Figure 1. The metal 3 layer (run 1).
Cells faint in the background.
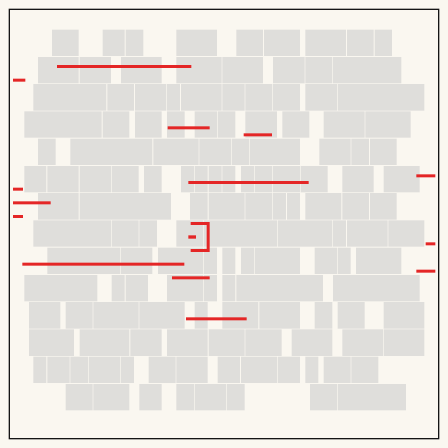
Figure 2. Placement by RTL instance (run 1).
Scale bar: 10 um.
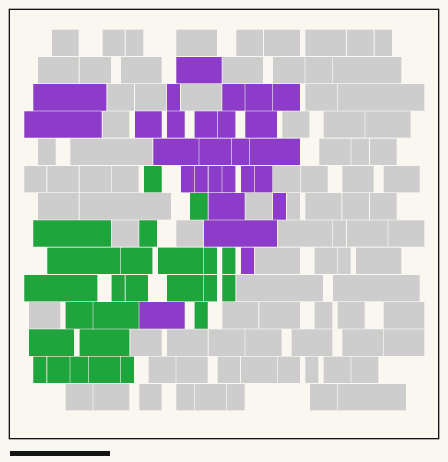
Figure 3. The metal 1 layer (run 1).
Scale bar: 10 um. Supply wires on this layer in gray.
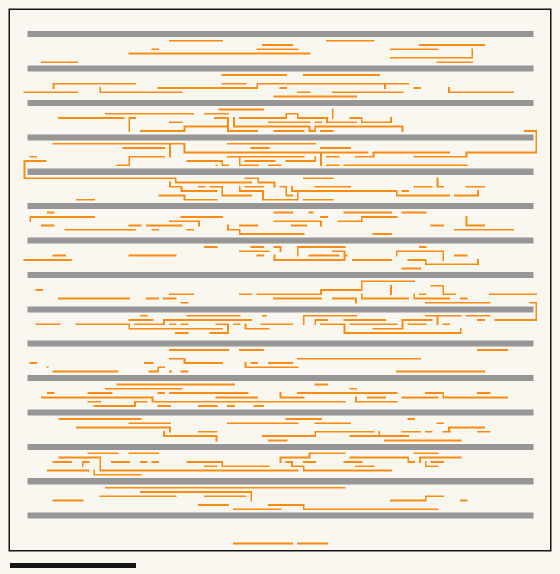
File: config.mk
export PLATFORM = sky130hd
export DESIGN_NAME = pe_row_sequencer
export DESIGN_NICKNAME = d
export VERILOG_FILES = /design/src/rtl/pe_ctrl_pkg.sv /design/src/rtl/pe_addr_counter.sv /design/src/rtl/pe_row_sequencer.sv
export SDC_FILE = /design/constraint.sdc
export NUM_CORES = 1
export LEC_CHECK = 0
export CORE_UTILIZATION = 48
export CTS_CLUSTER_DIAMETER = 80
export DETAILED_ROUTE_END_ITERATION = 16
export HOLD_SLACK_MARGIN = 0.08
export PLACE_DENSITY = 0.78
export SLEW_MARGIN = 20
export SYNTH_ARGS = -nofsm -noshare
export SYNTH_HDL_FRONTEND = slang
export SYNTH_HIERARCHICAL = 1
export SYNTH_SLANG_ARGS = --single-unit
File: constraint.sdc
create_clock -name clk -period 1.9 [get_ports clk]
set_input_delay 0.57 -clock clk [delete_from_list [all_inputs] [get_ports clk]]
set_output_delay 0.57 -clock clk [all_outputs]
set_load 0.005 [all_outputs]
File: src/rtl/pe_ctrl_pkg.sv
// Shared types and constants for the PE row sequencer.
// Holds the sequencer state encoding and the output-column count helper.
package pe_ctrl_pkg;

    typedef enum logic [2:0] {
        ST_IDLE   = 3'd0,
        ST_CLEAR  = 3'd1,
        ST_MAC    = 3'd2,
        ST_SETTLE = 3'd3,
        ST_PSUM   = 3'd4,
        ST_DONE   = 3'd5
    } pe_state_e;

    localparam int DEF_FILTER_WIDTH = 3;
    localparam int DEF_IFMAP_WIDTH  = 5;
    localparam int NUM_COLS         = DEF_IFMAP_WIDTH - DEF_FILTER_WIDTH + 1;

    // Valid (no-padding) 1-D convolution produces this many output columns.
    function automatic int num_cols(input int ifmap_width, input int filter_width);
        return ifmap_width - filter_width + 1;
    endfunction

endpackage

File: src/rtl/pe_addr_counter.sv
// Saturating up-counter with synchronous load and enable.
// tc flags the last value; the counter holds there rather than wrapping.
module pe_addr_counter #(
    parameter int          WIDTH = 3,
    parameter int unsigned LAST  = 7
) (
    input  logic             clk,
    input  logic             rst,
    input  logic             load,
    input  logic [WIDTH-1:0] load_val,
    input  logic             en,
    output logic [WIDTH-1:0] count,
    output logic             tc
);

    localparam logic [WIDTH-1:0] LAST_V = WIDTH'(LAST);

    assign tc = (count == LAST_V);

    always_ff @(posedge clk) begin
        if (rst) begin
            count <= '0;
        end else if (load) begin
            count <= load_val;
        end else if (en && !tc) begin
            count <= count + 1'b1;
        end
    end

endmodule

File: src/rtl/pe_row_sequencer.sv
// Row-stationary PE sequencer: walks one filter row across one ifmap row,
// driving scratchpad addresses and MAC control, emitting one psum per column.
//
// state  | meaning
// IDLE   | waiting for start handshake, start_ready=1
// CLEAR  | clear accumulator, reset tap index j
// MAC    | FILTER_WIDTH cycles of multiply-accumulate, j = 0..FILTER_WIDTH-1
// SETTLE | one idle cycle for the accumulator pipeline
// PSUM   | present psum for column col until psum_ready
// DONE   | report run complete until done_ready
module pe_row_sequencer
    import pe_ctrl_pkg::*;
#(
    parameter int FILTER_WIDTH = DEF_FILTER_WIDTH,
    parameter int IFMAP_WIDTH  = DEF_IFMAP_WIDTH,
    parameter int ADDR_WIDTH   = 3
) (
    input  logic                  clk,
    input  logic                  rst,
    input  logic                  start_valid,
    output logic                  start_ready,
    output logic [ADDR_WIDTH-1:0] filter_addr,
    output logic [ADDR_WIDTH-1:0] ifmap_addr,
    output logic                  mac_en,
    output logic                  acc_clr,
    output logic                  psum_valid,
    input  logic                  psum_ready,
    output logic [ADDR_WIDTH-1:0] psum_col,
    output logic                  done_valid,
    input  logic                  done_ready,
    output logic                  busy
);

    localparam int COLS = num_cols(IFMAP_WIDTH, FILTER_WIDTH);

    if (IFMAP_WIDTH < FILTER_WIDTH) begin : g_bad_ifmap
        $error("pe_row_sequencer: IFMAP_WIDTH must be >= FILTER_WIDTH");
    end
    if ((1 << ADDR_WIDTH) < IFMAP_WIDTH) begin : g_bad_addr
        $error("pe_row_sequencer: ADDR_WIDTH too narrow for IFMAP_WIDTH");
    end

    pe_state_e state_q, state_d;

    logic [ADDR_WIDTH-1:0] col, j;
    logic                  col_tc, j_tc;
    logic                  col_load, col_en, j_load, j_en;

    pe_addr_counter #(
        .WIDTH (ADDR_WIDTH),
        .LAST  (COLS - 1)
    ) u_col_cnt (
        .clk      (clk),
        .rst      (rst),
        .load     (col_load),
        .load_val ('0),
        .en       (col_en),
        .count    (col),
        .tc       (col_tc)
    );

    pe_addr_counter #(
        .WIDTH (ADDR_WIDTH),
        .LAST  (FILTER_WIDTH - 1)
    ) u_tap_cnt (
        .clk      (clk),
        .rst      (rst),
        .load     (j_load),
        .load_val ('0),
        .en       (j_en),
        .count    (j),
        .tc       (j_tc)
    );

    always_ff @(posedge clk) begin
        if (rst) begin
            state_q <= ST_IDLE;
        end else begin
            state_q <= state_d;
        end
    end

    // Outputs depend only on state and the counter registers, never on inputs.
    always_comb begin
        state_d     = state_q;
        start_ready = 1'b0;
        filter_addr = '0;
        ifmap_addr  = '0;
        mac_en      = 1'b0;
        acc_clr     = 1'b0;
        psum_valid  = 1'b0;
        psum_col    = '0;
        done_valid  = 1'b0;
        col_load    = 1'b0;
        col_en      = 1'b0;
        j_load      = 1'b0;
        j_en        = 1'b0;
        busy        = (state_q != ST_IDLE);

        case (state_q)
            ST_IDLE: begin
                start_ready = 1'b1;
                if (start_valid) begin
                    col_load = 1'b1;
                    state_d  = ST_CLEAR;
                end
            end
            ST_CLEAR: begin
                acc_clr = 1'b1;
                j_load  = 1'b1;
                state_d = ST_MAC;
            end
            ST_MAC: begin
                mac_en      = 1'b1;
                filter_addr = j;
                ifmap_addr  = col + j;
                j_en        = 1'b1;
                if (j_tc) begin
                    state_d = ST_SETTLE;
                end
            end
            ST_SETTLE: begin
                state_d = ST_PSUM;
            end
            ST_PSUM: begin
                psum_valid = 1'b1;
                psum_col   = col;
                if (psum_ready) begin
                    if (col_tc) begin
                        state_d = ST_DONE;
                    end else begin
                        col_en  = 1'b1;
                        state_d = ST_CLEAR;
                    end
                end
            end
            ST_DONE: begin
                done_valid = 1'b1;
                if (done_ready) begin
                    state_d = ST_IDLE;
                end
            end
            default: begin
                state_d = ST_IDLE;
            end
        endcase
    end

endmodule

==> results.ini, run 1 <==
[worst_setup_path]
cp.required_ns=1.33
crit_slowest_cell=fa_2
worstSetupStartpoint=u_tap_cnt/count[0]
cell_count_of_the_worst_reg_to_reg_path=9

[final_layout]
lay_top_cells=20 x buf_4, 12 x buf_6, 8 x a21oi_1
multiInputGateArea_um2=632
n_fill_cell=93
final_net_count=150

[synthesis]
yosysChipArea_um2=796
ys_cells=88
post_synth_fa_ha_maj_area_fraction_pct=10.4

[final_timing]
rsz_0062_raised_after_global_routing=yes
worst_path_setup_slack_after_routing_ns=-0.141
timing.final.max_slew_violations=0
timing.final.crit_period_ns=2.04
setup-violations-final=5

[power_and_ir_drop]
power_frac_clock_pct=21.2
p_sw_mw=0.233

[run_status]
failed_checks=setup timing
outcome=finished with violations

[detailed_routing]
routed_via_density=5.18

[clock_network]
cts.reportedPaths.clkPinSlew_ns=0.06
cts-root-to-sink-buffers=2
tritoncts_num_sinks=9

About Figure 1:
share of all routed wire: 3.4%
nets with wire on the layer: 11
longest straight run: 15.9 um
main direction: horizontal
wire length on this layer: 72.2 um
GR met3 Demand/Resource: 8.09%
routed wire length: 2.14 mm
via count: 798

About Figure 2:
| instance | color | cells |
|---|---|---|
| `u_col_cnt` | green | 25 |
| `u_tap_cnt` | purple | 27 |
not colored: 86
final non-filler cell total: 154
die area: 0.00182 mm2
final core utilization: 84.1%

About Figure 3:
wire length on this layer: 936 um
share of all routed wire: 44%
main direction: horizontal

-- run 1: power by group through the flow --
stage               clock network, mW  registers [mW]  logic [mW]
finish                          0.151           0.232       0.332
global route                    0.164           0.234       0.361
CTS                             0.160           0.237       0.308
detailed placement                  0           0.234       0.270
global placement                    0           0.233       0.266
floorplan                           0           0.231       0.157
-- run 1: cell families (layout without fill, tap and decap cells) --
| group | after synthesis | count (layout) |
|---|---|---|
| adder cells (fa/ha/maj) | 6 | 6 |
| buffers and inverters | 10 | 55 |
| AND/OR/NAND/NOR | 38 | 38 |
| XOR/XNOR | 3 | 3 |
| AND-OR/OR-AND | 19 | 19 |
| flip-flops | 9 | 9 |
| other | 1 | 6 |
| multiplexers | 2 | 2 |
-- run 1: final cells by class --
class	instances	area share, %
Clock buffer	4	2.05
Inverter	7	2.05
Multi-Input combinational cell	74	49.3
Sequential cell	9	15.1
Tap cell	16	1.56
Timing Repair Buffer	44	29.9
-- run 1: metrics by stage --
stage          area [um2]  setup WS (ns)  hold slack [ns]  TNS (ns)  std cells
6_report             1280         -0.141            0.707    -0.348        154
5_1_grt              1280         -0.183            0.734    -0.680        154
4_1_cts              1240         -0.175            0.687    -0.509        153
3_5_place_dp         1110         -0.311            0.679     -1.00        141
3_3_place_gp         1110         -0.301            0.678    -0.867        141
2_1_floorplan         815          0.173            0.576         0         93
-- run 1: state kept, by name, summed over array words and instances (netlist names) --
register,flops
state_q,3
u_col_cnt/count,3
u_tap_cnt/count,3
-- run 1: repair_timing --
action | in CTS | in global routing
gates cloned | 1 | 0
resized | 69 | 15
endpoints found under the setup margin | 15 | 12
pin swaps | 9 | 9
buffers inserted | 7 | 3
-- run 1: critical path, delay by kind of cell (launching register included) --
kind,cells,cell delay [ns]
fa+ha+maj,2,0.66
flops,1,0.33
buf+inv,1,0.08
simple gates,1,0.13
==> run 2: changes to the inputs <==
--- a/config.mk
+++ b/config.mk
@@ -5,13 +5,14 @@
 export SDC_FILE = /design/constraint.sdc
 export NUM_CORES = 1
 export LEC_CHECK = 0
-export CORE_UTILIZATION = 48
+export CORE_UTILIZATION = 40
 export CTS_CLUSTER_DIAMETER = 80
 export DETAILED_ROUTE_END_ITERATION = 16
 export HOLD_SLACK_MARGIN = 0.08
-export PLACE_DENSITY = 0.78
+export PLACE_DENSITY = 0.67
 export SLEW_MARGIN = 20
 export SYNTH_ARGS = -nofsm -noshare
 export SYNTH_HDL_FRONTEND = slang
 export SYNTH_HIERARCHICAL = 1
 export SYNTH_SLANG_ARGS = --single-unit
+export TNS_END_PERCENT = 10
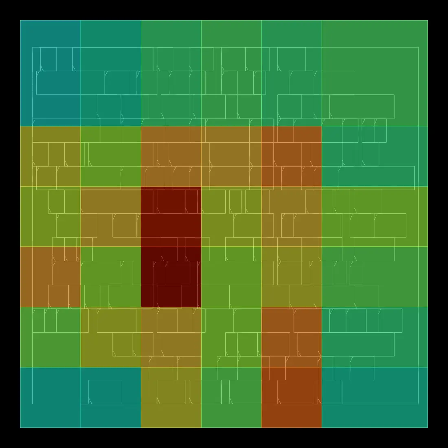
Figure 4: run 2, routing congestion map.
routing usage on met1: 24.8%
GR met3 Demand/Resource: 5.88%
total global-route track usage: 22.8%
final core utilization: 68.1%
wire length per cell: 12.9 um

==> run 2 against run 1 <==
Against the previous run: the flow still finishes with violations (setup timing); hold slack got worse by 0.033 ns; clock skew shrank 0.0014 ns; first-iteration DRC count shrank 14%; clock power is essentially flat; sequential share of layout area is 0.66 points higher; non-clock buffer count up 1; design area fell by 4.2%; die size grew 19%; synthesized cell count did not move; highest routed layer unchanged.
==> results.ini, run 2 <==
[run_status]
outcome=finished with violations  ; unchanged
failed_checks=setup timing  ; unchanged

[final_timing]
timing.final.crit_period_ns=2.11  ; was 2.04 ns
setup-violations-final=4  ; was 5
worst_path_setup_slack_after_routing_ns=-0.212  ; was -0.141 ns
rsz_0062_raised_after_global_routing=yes  ; unchanged
setup_tns_ns=-0.498  ; was -0.348 ns
timing.final.max_slew_violations=0  ; unchanged
holdWs_ns=0.674  ; was 0.707 ns
hold_viol=0  ; unchanged

[clock_network]
cts-root-to-sink-buffers=2  ; unchanged
tritoncts_num_sinks=9  ; unchanged
cts.reportedPaths.clkPinSlew_ns=0.07  ; was 0.06 ns
post_cts_resize_count=35  ; was 69
postCtsSetupRepairBufs=8  ; was 7

[floorplanning]
die_area_mm2=0.00217  ; was 0.00182 mm2
floorplanUtilization_pct=44.2  ; was 52.2%
core_region_area_mm2=0.00180  ; was 0.00152 mm2

[final_layout]
multiInputGateArea_um2=608  ; was 632 um2
lay_top_cells=27 x buf_4, 9 x and2_1, 8 x a21oi_1  ; was 20 x buf_4, 12 x buf_6, 8 x a21oi_1
largest_registers=state_q (3), u_col_cnt/count (3), u_tap_cnt/count (3)  ; unchanged
design_area_mm2=0.00123  ; was 0.00128 mm2
finalNonFillerCells=164  ; was 154
final_net_count=151  ; was 150
n_fill_cell=151  ; was 93

[detailed_routing]
via_count=817  ; was 798
routed_via_density=4.98  ; was 5.18

[synthesis]
synth_sequential_area_ratio_pct=22.6  ; unchanged
ys_cells=88  ; unchanged
yosysChipArea_um2=796  ; unchanged

[worst_hold_path]
hold_path.class=reg -> reg  ; unchanged

[global_routing]
globalRouteOverflowTotal=0  ; unchanged

[place]
placement.setup.worst_slack_ns=-0.330  ; was -0.311 ns
cell_count_post_placement=152  ; was 141
place.gp.congestion=0.742  ; was 0.810
placed_cell_area_mm2=0.00114  ; was 0.00111 mm2

[worst_setup_path]
timing.critical_path.to=psum_col[2]  ; was ifmap_addr[1]
worstSetupStartpoint=state_q[0]  ; was u_tap_cnt/count[0]
cp.required_ns=1.33  ; about the same

[power_and_ir_drop]
static-leakage-power_nw=0.601  ; was 0.594 nW

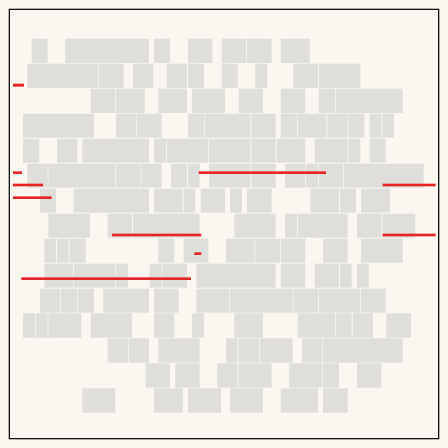
Figure 5: run 2, the metal 3 layer.
Cells faint in the background.
main direction: horizontal
share of all routed wire: 2.9%
wire length on this layer: 60.9 um
longest straight run: 18.2 um
nets with wire on the layer: 7

[run 2: netlist changes by cell type in the layout (fill, tap and decap cells not counted), sizes merged]
cell           previous run  this run
buf                      35        29
clkbuf                    5        10
clkdlybuf4s15             2         1
clkdlybuf4s50             4         5
dlygate4sd2               2         3
dlymetal6s2s              0         1
[run 2: worst max-delay path, cell delays in order (launching register included)]
cell,delay (ns)
dfxtp_4,0.38
nor3b_4,0.25
and2_1,0.16
clkdlybuf4s50_1,0.49
[run 2: cell families (layout without fill, tap and decap cells)]
logic type	after synthesis	after routing	share of synthesized area, %
xor gates and xnor gates	3	3	3.30
AOI/OAI and AO/OA	19	19	18.6
buffers and inverters	10	56	7.08
other	1	6	0.471
muxes	2	2	2.67
adders and majority gates	6	6	10.4
DFF	9	9	22.6
and+or+nand+nor	38	38	34.9
[run 2: report_power, final]
| part | switching, mW | internal [mW] |
|---|---|---|
| logic | 0.130 | 0.167 |
| clock network | 0.0706 | 0.0811 |
| registers | 0.0241 | 0.210 |
[run 2: cell type report]
type	instances	area share, %
tap	25	2.55
timing repair buffer	45	27.8
sequential	9	15.8
multi-input combinational	74	49.5
clock buffer	4	2.14
inverter	7	2.14
[run 2: how the worst min path moves through the flow]
| stage | start | slack [ns] | end | depth (start not counted) |
|---|---|---|---|---|
| after detailed placement | u_col_cnt/count[1] | 0.66 | u_col_cnt/count[1] | 3 |
| after global routing | state_q[2] | 0.70 | state_q[1] | 3 |
| after CTS | u_tap_cnt/count[1] | 0.67 | u_tap_cnt/count[1] | 3 |
| after floorplan | u_tap_cnt/count[1] | 0.58 | u_tap_cnt/count[1] | 2 |
| final | state_q[2] | 0.67 | state_q[1] | 3 |
| after global placement | u_tap_cnt/count[1] | 0.67 | u_tap_cnt/count[1] | 3 |
Power and IR drop assume default switching activity.
